### config.mk
export PLATFORM = sky130hd
export DESIGN_NAME = tsc_readout_ctrl
export DESIGN_NICKNAME = d
export VERILOG_FILES = /design/src/rtl/tsc_pkg.sv /design/src/rtl/tsc_word_serializer.sv /design/src/rtl/tsc_readout_ctrl.sv
export SDC_FILE = /design/constraint.sdc
export NUM_CORES = 1
export LEC_CHECK = 0
export CORE_ASPECT_RATIO = 0.7
export CORE_MARGIN = 3
export CORE_UTILIZATION = 50
export DETAILED_ROUTE_END_ITERATION = 10
export DONT_BUFFER_PORTS = 1
export HOLD_SLACK_MARGIN = 0.08
export MAX_ROUTING_LAYER = met4
export SLEW_MARGIN = 10
export SYNTH_ARGS = -nofsm -noshare
export SYNTH_HDL_FRONTEND = slang
export SYNTH_SLANG_ARGS = --single-unit
### constraint.sdc
create_clock -name clk -period 2 [get_ports clk]
set_clock_uncertainty 0.15 [all_clocks]
set_input_delay 0.6 -clock clk [delete_from_list [all_inputs] [get_ports clk]]
set_output_delay 0.6 -clock clk [all_outputs]
set_load 0.05 [all_outputs]
### src/rtl/tsc_pkg.sv
// Shared definitions for the timestamp-capture ring buffer and its readout path.
//   tsc_state_e        : readout sequencer states
//   TSC_DEPTH          : default ring-buffer depth
//   TSC_BYTES_PER_WORD : bytes per 32-bit timestamp entry
//   tsc_ptr_inc()      : ring pointer increment with wrap at an arbitrary depth,
//                        shared by the capture (write) and readout (read) sides
package tsc_pkg;

  typedef enum logic [2:0] {
    IDLE,
    FETCH,
    LATCH,
    SEND,
    DONE
  } tsc_state_e;

  localparam int TSC_DEPTH          = 8;
  localparam int TSC_BYTES_PER_WORD = 4;

  // Depth need not be a power of two, so wrap explicitly instead of relying
  // on address overflow.
  function automatic int tsc_ptr_inc(input int ptr, input int depth);
    return (ptr >= depth - 1) ? 0 : ptr + 1;
  endfunction

endpackage

### src/rtl/tsc_word_serializer.sv
// Byte serializer for one 32-bit timestamp entry.
// Holds the word loaded by load_i and presents it MSB byte first. Each adv_i
// (a completed req/ack transfer) moves to the next lower byte; the index
// parks at byte 0 until the next load.
//   clk, reset : clock, synchronous active-high reset (clears word and index)
//   load_i     : capture word_i, select the most significant byte
//   word_i     : entry to serialize
//   adv_i      : current byte was accepted
//   byte_o     : currently selected byte
//   last_o     : the selected byte is the least significant one
module tsc_word_serializer
  import tsc_pkg::*;
(
  input  logic        clk,
  input  logic        reset,
  input  logic        load_i,
  input  logic [31:0] word_i,
  input  logic        adv_i,
  output logic [7:0]  byte_o,
  output logic        last_o
);

  logic [31:0] word_q, word_d;
  logic [1:0]  idx_q, idx_d;

  always_comb begin
    word_d = word_q;
    idx_d  = idx_q;
    if (load_i) begin
      word_d = word_i;
      idx_d  = 2'(TSC_BYTES_PER_WORD - 1);
    end else if (adv_i && (idx_q != 2'd0)) begin
      idx_d = idx_q - 2'd1;
    end
  end

  always_ff @(posedge clk) begin
    if (reset) begin
      word_q <= '0;
      idx_q  <= '0;
    end else begin
      word_q <= word_d;
      idx_q  <= idx_d;
    end
  end

  assign byte_o = word_q[{idx_q, 3'b000} +: 8];
  assign last_o = (idx_q == 2'd0);

endmodule

### src/rtl/tsc_readout_ctrl.sv
// Readout sequencer for the timestamp-capture ring buffer.
// On start_dump it snapshots head/count, then reads entries oldest-first via
// the buffer's synchronous read port and streams each one MSB byte first on
// a req/ack byte channel. abort ends the dump after the word in flight.
//   clk, reset          : clock, synchronous active-high reset
//   start_dump, abort   : dump request / stop at next word boundary
//   head, count         : oldest-entry index and fill level (sampled at start)
//   rd_en, rd_addr      : buffer read strobe/address (data one cycle later)
//   rd_data             : buffer read data
//   tx_req, tx_ack      : byte handshake; tx_data byte, tx_last final byte
//   busy, done          : dump in progress / one-cycle completion pulse
module tsc_readout_ctrl
  import tsc_pkg::*;
#(
  parameter int DEPTH  = TSC_DEPTH,
  parameter int ADDR_W = 3,
  parameter int DATA_W = 32
) (
  input  logic              clk,
  input  logic              reset,
  input  logic              start_dump,
  input  logic              abort,
  input  logic [ADDR_W-1:0] head,
  input  logic [ADDR_W:0]   count,
  output logic              rd_en,
  output logic [ADDR_W-1:0] rd_addr,
  input  logic [DATA_W-1:0] rd_data,
  output logic              tx_req,
  input  logic              tx_ack,
  output logic [7:0]        tx_data,
  output logic              tx_last,
  output logic              busy,
  output logic              done
);

  localparam logic [ADDR_W:0] DEPTH_C = DEPTH[ADDR_W:0];
  localparam logic [ADDR_W:0] REM_ONE = {{ADDR_W{1'b0}}, 1'b1};

  tsc_state_e        state_q, state_d;
  logic [ADDR_W-1:0] ptr_q, ptr_d;
  logic [ADDR_W:0]   rem_q, rem_d;
  logic [ADDR_W:0]   count_sat;
  logic              ser_load;
  logic              ser_adv;
  logic              ser_last;

  // Guard against a fill count reported above the physical depth.
  assign count_sat = (count > DEPTH_C) ? DEPTH_C : count;

  always_comb begin
    state_d  = state_q;
    ptr_d    = ptr_q;
    rem_d    = rem_q;
    ser_load = 1'b0;
    case (state_q)
      IDLE: begin
        if (start_dump) begin
          ptr_d   = head;
          rem_d   = count_sat;
          state_d = (count_sat == '0) ? DONE : FETCH;
        end
      end
      FETCH: state_d = LATCH;
      LATCH: begin
        // rd_data is valid this cycle; remaining counts words not yet loaded.
        ser_load = 1'b1;
        ptr_d    = ADDR_W'(tsc_ptr_inc(int'(ptr_q), DEPTH));
        rem_d    = rem_q - REM_ONE;
        state_d  = SEND;
      end
      SEND: begin
        // abort only matters on the final byte so words are never split.
        if (tx_ack && ser_last) begin
          state_d = ((rem_q == '0) || abort) ? DONE : FETCH;
        end
      end
      DONE:    state_d = IDLE;
      default: state_d = IDLE;
    endcase
  end

  always_ff @(posedge clk) begin
    if (reset) begin
      state_q <= IDLE;
      ptr_q   <= '0;
      rem_q   <= '0;
    end else begin
      state_q <= state_d;
      ptr_q   <= ptr_d;
      rem_q   <= rem_d;
    end
  end

  assign ser_adv = tx_req & tx_ack;

  tsc_word_serializer u_ser (
    .clk    (clk),
    .reset  (reset),
    .load_i (ser_load),
    .word_i (rd_data),
    .adv_i  (ser_adv),
    .byte_o (tx_data),
    .last_o (ser_last)
  );

  // All outputs decode registered state only; tx_ack never reaches them
  // combinationally.
  assign rd_en   = (state_q == FETCH);
  assign rd_addr = rd_en ? ptr_q : '0;
  assign tx_req  = (state_q == SEND);
  assign tx_last = tx_req & ser_last & (rem_q == '0);
  assign busy    = (state_q != IDLE);
  assign done    = (state_q == DONE);

endmodule

==> metrics.yaml, run 1 <==
outcome: "finished with violations"
failed_checks: "setup timing"
tap-cell-count: 50
cts_h_tree_depth: 2
worst_slew_margin_rel: 0.557
synth-area-yosys_um2: 2090
area_delta_synth_final_pct: 16.8
timing.rr.end: "ptr_q[2]$_SDFFE_PP0P_"
reg2reg_depth: 5
tritoncts.num_buffers: 5
critical_path_cell_sequence: "buf_6 -> mux4_2"
complex_gates_by_area: 0.167
postSynthNetCount: 297
reg_to_reg_setup_timing_slack_ns: 0.18
number_of_signal_net_inverters_in_the_final_layout: 5
synth-simple-area-share: 0.246
bufs_w_o_clock: 20
num_io_pins: 60
sequentialPowerShare: 0.413
finish.net_count: 303
stage_log_warnings: 31
largest_class: "multi-input combinational cells"
worst_slack_ns: -0.196
num-clock-buffers: 6
final_layout_size_suffix_gt1_frac: 0.211
synthTopLogicFamily: "simple AND/OR/NAND/NOR gates"
whs_path_depth: 1
endpoint_kind: "primary output"
n_antenna_cell: 0
post-route-period-util: 1.10
combGateArea_um2: 1160
p_leak_nw: 0.864
ys_cells: 249
enable_flop_cells: 0
initial_antenna_violation_count: 0
sequential_share_of_cell_area: 0.366
synth_area_leader_cell: "sky130_fd_sc_hd__dfxtp_1"
grt_util_met1: 0.282
initial_utilization: 0.556
share_of_synthesized_cell_area_in_full_adder_half_adder_and_majority_cells: 0.0239
netlist.area_leader.share: 0.421
maxCapViolations: 0
drtIter0Drc: 132
crit-reg2reg-launch: "state_q[2]$_SDFFE_PP0P_"
dp_slack_ns: 0.0479
first_global_vias: 1686
fin_cells: 306
cts_root_buf: "sky130_fd_sc_hd__clkbuf_8"
startpoint_of_the_most_critical_hold_path: "reset"
setup_repair_after_global_routing_missed_its_margin: "true"
sh_comb_area: 0.474
antenna_violating_nets_remaining: 0
timing.final.setup_violations: 9
unique_cell_type_count_in_the_yosys_netlist: 39
mostFrequentLayoutCells: "sky130_fd_sc_hd__nand2_1 (71), sky130_fd_sc_hd__a21oi_1 (38), sky130_fd_sc_hd__dfxtp_1 (38)"
critPathRequiredTime_ns: 1.25
grt_start_max_net_pins: 44
synthesis.yosys.warnings: 0
fillerInstances: 329
count_of_flip_flops_and_latches: 44
netlist_area_um2: 2090
buffer_area_frac: 0.0830
cts_tree: "done"
synthTopCellsByArea: "sky130_fd_sc_hd__dfxtp_1 (42%), sky130_fd_sc_hd__nand2_1 (13%), sky130_fd_sc_hd__a21oi_1 (9.1%)"
port-buffer-count: 0
slowest_delay_ns: 0.67
hold_path_end: "u_ser.word_q[29]$_SDFFE_PP0P_"
timing.setup.tns_ns: -1.64
gp_congestion: 0.851
post_dp_cell_area_um2: 2240
die_w_um: 83.3
drt_drc_violations_left: 0
==> run 1: what timing repair did <==
action / CTS / global route
setup buffers: 1 / 3
hold buffers: 0 / 0
cloned: 0 / 0
gates resized: 10 / 9
pin swaps: 2 / 5
setup endpoints to repair: 16 / 15
==> run 1: worst max-delay path, delay by kind of cell, from the launching register on <==
family                 cells  cell delay (ns)
muxes                      1             0.67
buffers and inverters      1             0.14
DFF                        1             0.35
==> run 1: per-layer routing <==
metal	routed length, µm	part of all wire
met1	2590	0.49
met2	2270	0.43
met3	384	0.073
met4	52	0.0098
met5	0	0
==> run 1: state kept, by name, indices dropped and copies added, names as in the netlist <==
register	flops
u_ser.word_q	32
rem_q	4
ptr_q	3
state_q	3
u_ser.idx_q	2
==> run 1: synth_stat cells (all sizes together) (3+ instances only) <==
library cell  count
a21oi            38
a311oi            5
a31oi             4
and2              3
buf              11
clkbuf           10
dfxtp            44
ha                4
inv               5
mux4              8
nand2            71
nand2b            4
nand4b            3
nor2              3
nor3              3
nor3b             5
o21ai             3
==> run 1: power by group through the flow <==
stage	logic (mW)	registers (mW)	clock network (mW)
after floorplan	0.682	1.06	0
after global routing	0.974	1.11	0.723
after CTS	0.853	1.09	0.682
final	0.901	1.10	0.666
after detailed placement	0.820	1.12	0
after global placement	0.793	1.11	0
==> run 1: how the worst max path moves through the flow <==
| stage | slack [ns] | cells past startpoint | endpoint |
|---|---|---|---|
| floorplan | -0.21 | 4 | rd_addr[0] |
| global placement | 0.07 | 5 | tx_last |
| detailed placement | 0.05 | 5 | tx_last |
| CTS | -0.22 | 2 | tx_data[6] |
| global route | -0.25 | 2 | tx_data[6] |
| finish | -0.20 | 2 | tx_data[6] |
==> run_1/final_congestion.png <==
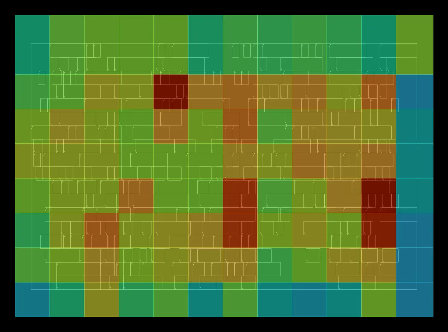
WL per Instance: 17.3 µm
routing layer with the top usage in global route: met2

==> run_1/metal_stack.png <==
Scale: 4 px per µm.
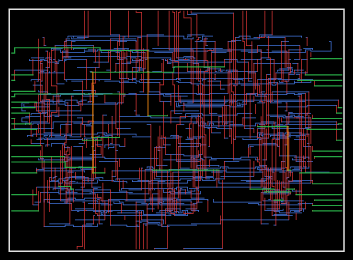
- blue: met1 (wire length 2590 µm)
- orange: met4 (wire length 52.4 µm)
- green: met3 (wire length 385 µm)
- red: met2 (wire length 2270 µm)
final wirelength: 5290 µm
vias: 1789
global-route total usage across every layer: 0.217

==> run_1/clock_map.png <==
Scale: 3 px per µm.
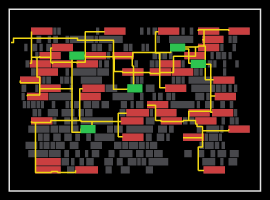
- yellow: clock wires (length 520 µm)
- green: cells driving clock nets (count 5)
- red: flip-flops (count 44)
- routed clock nets: 6
Insertion Delay late pin: 0.29 ns
power of the clock network: 666 µW
power share of the clock group: 0.250

==> run_1/zoom.png <==
Window x 52 to 72, y 5 to 25 µm. Cells in gray, sequential cells in the stronger gray; small squares are vias.
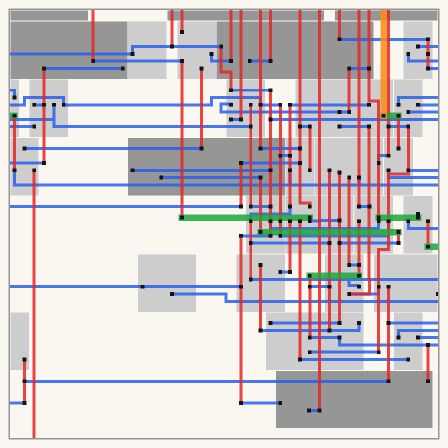

==> run 2, diff against run 1 <==
- CTS_CLUSTER_DIAMETER: not set -> 150
- clock period: 2 -> 2.35 ns (I/O delays scaled with it)
==> run_2/zoom.png <==
Window x 52 to 72, y 5 to 25 µm. Cells in gray, sequential cells in the stronger gray; small squares are vias.
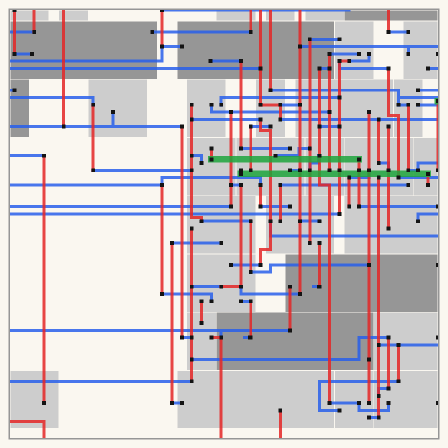
- blue: met1
- red: met2
- green: met3
- netlist names of flops here include: ptr_q (3), u_ser.word_q (1)
- sequential cells in the window: 4
- most frequent: a21oi_1 (4), nand2_1 (4), dfxtp_1 (4)
- cells with their middle in the window: 25

==> metrics.yaml, run 2 <==
outcome: "finished, final reports clean"
post_dp_cell_area_um2: 2250
route.met3.wl_um: 423
max_flop_register: "u_ser.word_q"
port-buffer-count: 0
first_global_vias: 1714
drtIter0Drc: 128
tritoncts.num_buffers: 5
fin_cells: 304
grt_util_met1: 0.286
routing_layer_with_the_top_usage_in_global_route: "met2"
timing.setup.tns_ns: 0
cts_root_buf: "sky130_fd_sc_hd__clkbuf_8"
flip_flop_count_of_the_largest_register_after_layout: 32
cts_hold_repair.buffers: 0
drt_drc_violations_left: 0
top_cell_type_by_instance_count_after_synthesis: "sky130_fd_sc_hd__nand2_1"
grt_start_max_net_pins: 44
ys_cells: 249
unique_cell_type_count_in_the_yosys_netlist: 39
maxCapViolations: 0
antenna_violating_nets_remaining: 0
setup_repair_after_global_routing_missed_its_margin: "true"
area_delta_synth_final_pct: 16.2
num_io_pins: 60
cts_h_tree_depth: 2
synth.cells.most_frequent: "sky130_fd_sc_hd__nand2_1 (71), sky130_fd_sc_hd__dfxtp_1 (44), sky130_fd_sc_hd__a21oi_1 (38)"
combGateArea_um2: 1150
top_flop_regs: "u_ser.word_q x32, rem_q x4"
critical_path_cell_sequence: "inv_1 -> ha_4 -> nor3b_4 -> and3_4 -> buf_12"
power_share_of_the_clock_group: 0.267
stage_log_warnings: 30
sequentialPowerShare: 0.412
synthesis.yosys.warnings: 0
final_layout_size_suffix_gt1_frac: 0.197
cts_tree: "done"
worst_slack_ns: 0.0347
initial_utilization: 0.556
finish.net_count: 301
critPathTopFamily: "simple AND/OR/NAND/NOR gates"
p_leak_nw: 0.860
postSynthNetCount: 297
endpoint_kind: "primary output"
met2_wirelength_um: 2250
clkLatencyLatePin_ns: 0.29
netlist_area_um2: 2090
synth_area_leader_cell: "sky130_fd_sc_hd__dfxtp_1"
netlist.area_leader.share: 0.421
slowest_delay_ns: 0.34
enable_flop_cells: 0
n_antenna_cell: 0
timing.final.setup_violations: 0
==> run_2/metal_stack.png <==
Scale: 4 px per µm.
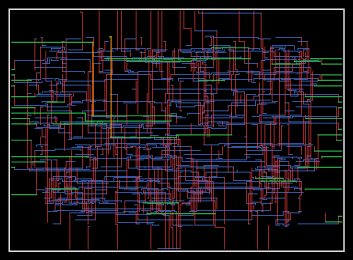
- blue: met1 (wire length 2410 µm)
- orange: met4 (wire length 43.5 µm)
- red: met2 (wire length 2250 µm)
- green: met3 (wire length 423 µm)
vias: 1815
final wirelength: 5120 µm
global-route total usage across every layer: 0.218
WL per Instance: 16.9 µm

run 2: cell counts after synthesis:
Identical to the previous run, type by type.
run 2: kinds of logic after synthesis:
| kind of cell | after synthesis | synth area share |
|---|---|---|
| and+or+nand+nor | 108 | 0.246 |
| AOI/OAI and AO/OA | 59 | 0.167 |
| DFF | 44 | 0.421 |
| buffers and inverters | 26 | 0.0557 |
| muxes | 8 | 0.0862 |
| adders and majority gates | 4 | 0.0239 |
run 2: final timing paths:
check / from / to / slack (ns) / cells after the start
min: u_ser.word_q[31]$_SDFFE_PP0P_ / u_ser.word_q[31]$_SDFFE_PP0P_ / 0.30 / 2
max reg2reg: state_q[0]$_SDFFE_PP0P_ / ptr_q[0]$_SDFFE_PP0P_ / 0.59 / 4
max: rem_q[0]$_SDFFE_PP0P_ / tx_last / 0.03 / 5
min reg2reg: u_ser.word_q[31]$_SDFFE_PP0P_ / u_ser.word_q[31]$_SDFFE_PP0P_ / 0.30 / 2
run 2: area by class of cell:
class / count / share of cell area
tap: 50 / 0.0258
clock buffer: 6 / 0.0340
timing repair buffer: 18 / 0.0773
inverter: 5 / 0.00773
multi-input combinational: 179 / 0.474
sequential: 44 / 0.365
clock inverter: 2 / 0.0160
run 2: what timing repair did:
item / 4_1_cts / 5_1_grt
pin swaps: 0 / 2
endpoints found under the hold margin: 0 / 0
gates resized: 4 / 12
setup endpoints to repair: 7 / 8
setup buffers: 0 / 1
run 2: power by group through the flow:
stage          registers, mW  logic, mW  clock network [mW]
3_3_place_gp           0.932      0.664                   0
5_1_grt                0.947      0.795               0.655
3_5_place_dp           0.938      0.682                   0
4_1_cts                0.926      0.689               0.622
6_report               0.934      0.727               0.606
2_1_floorplan          0.902      0.571                   0
Power and IR drop assume default switching activity.
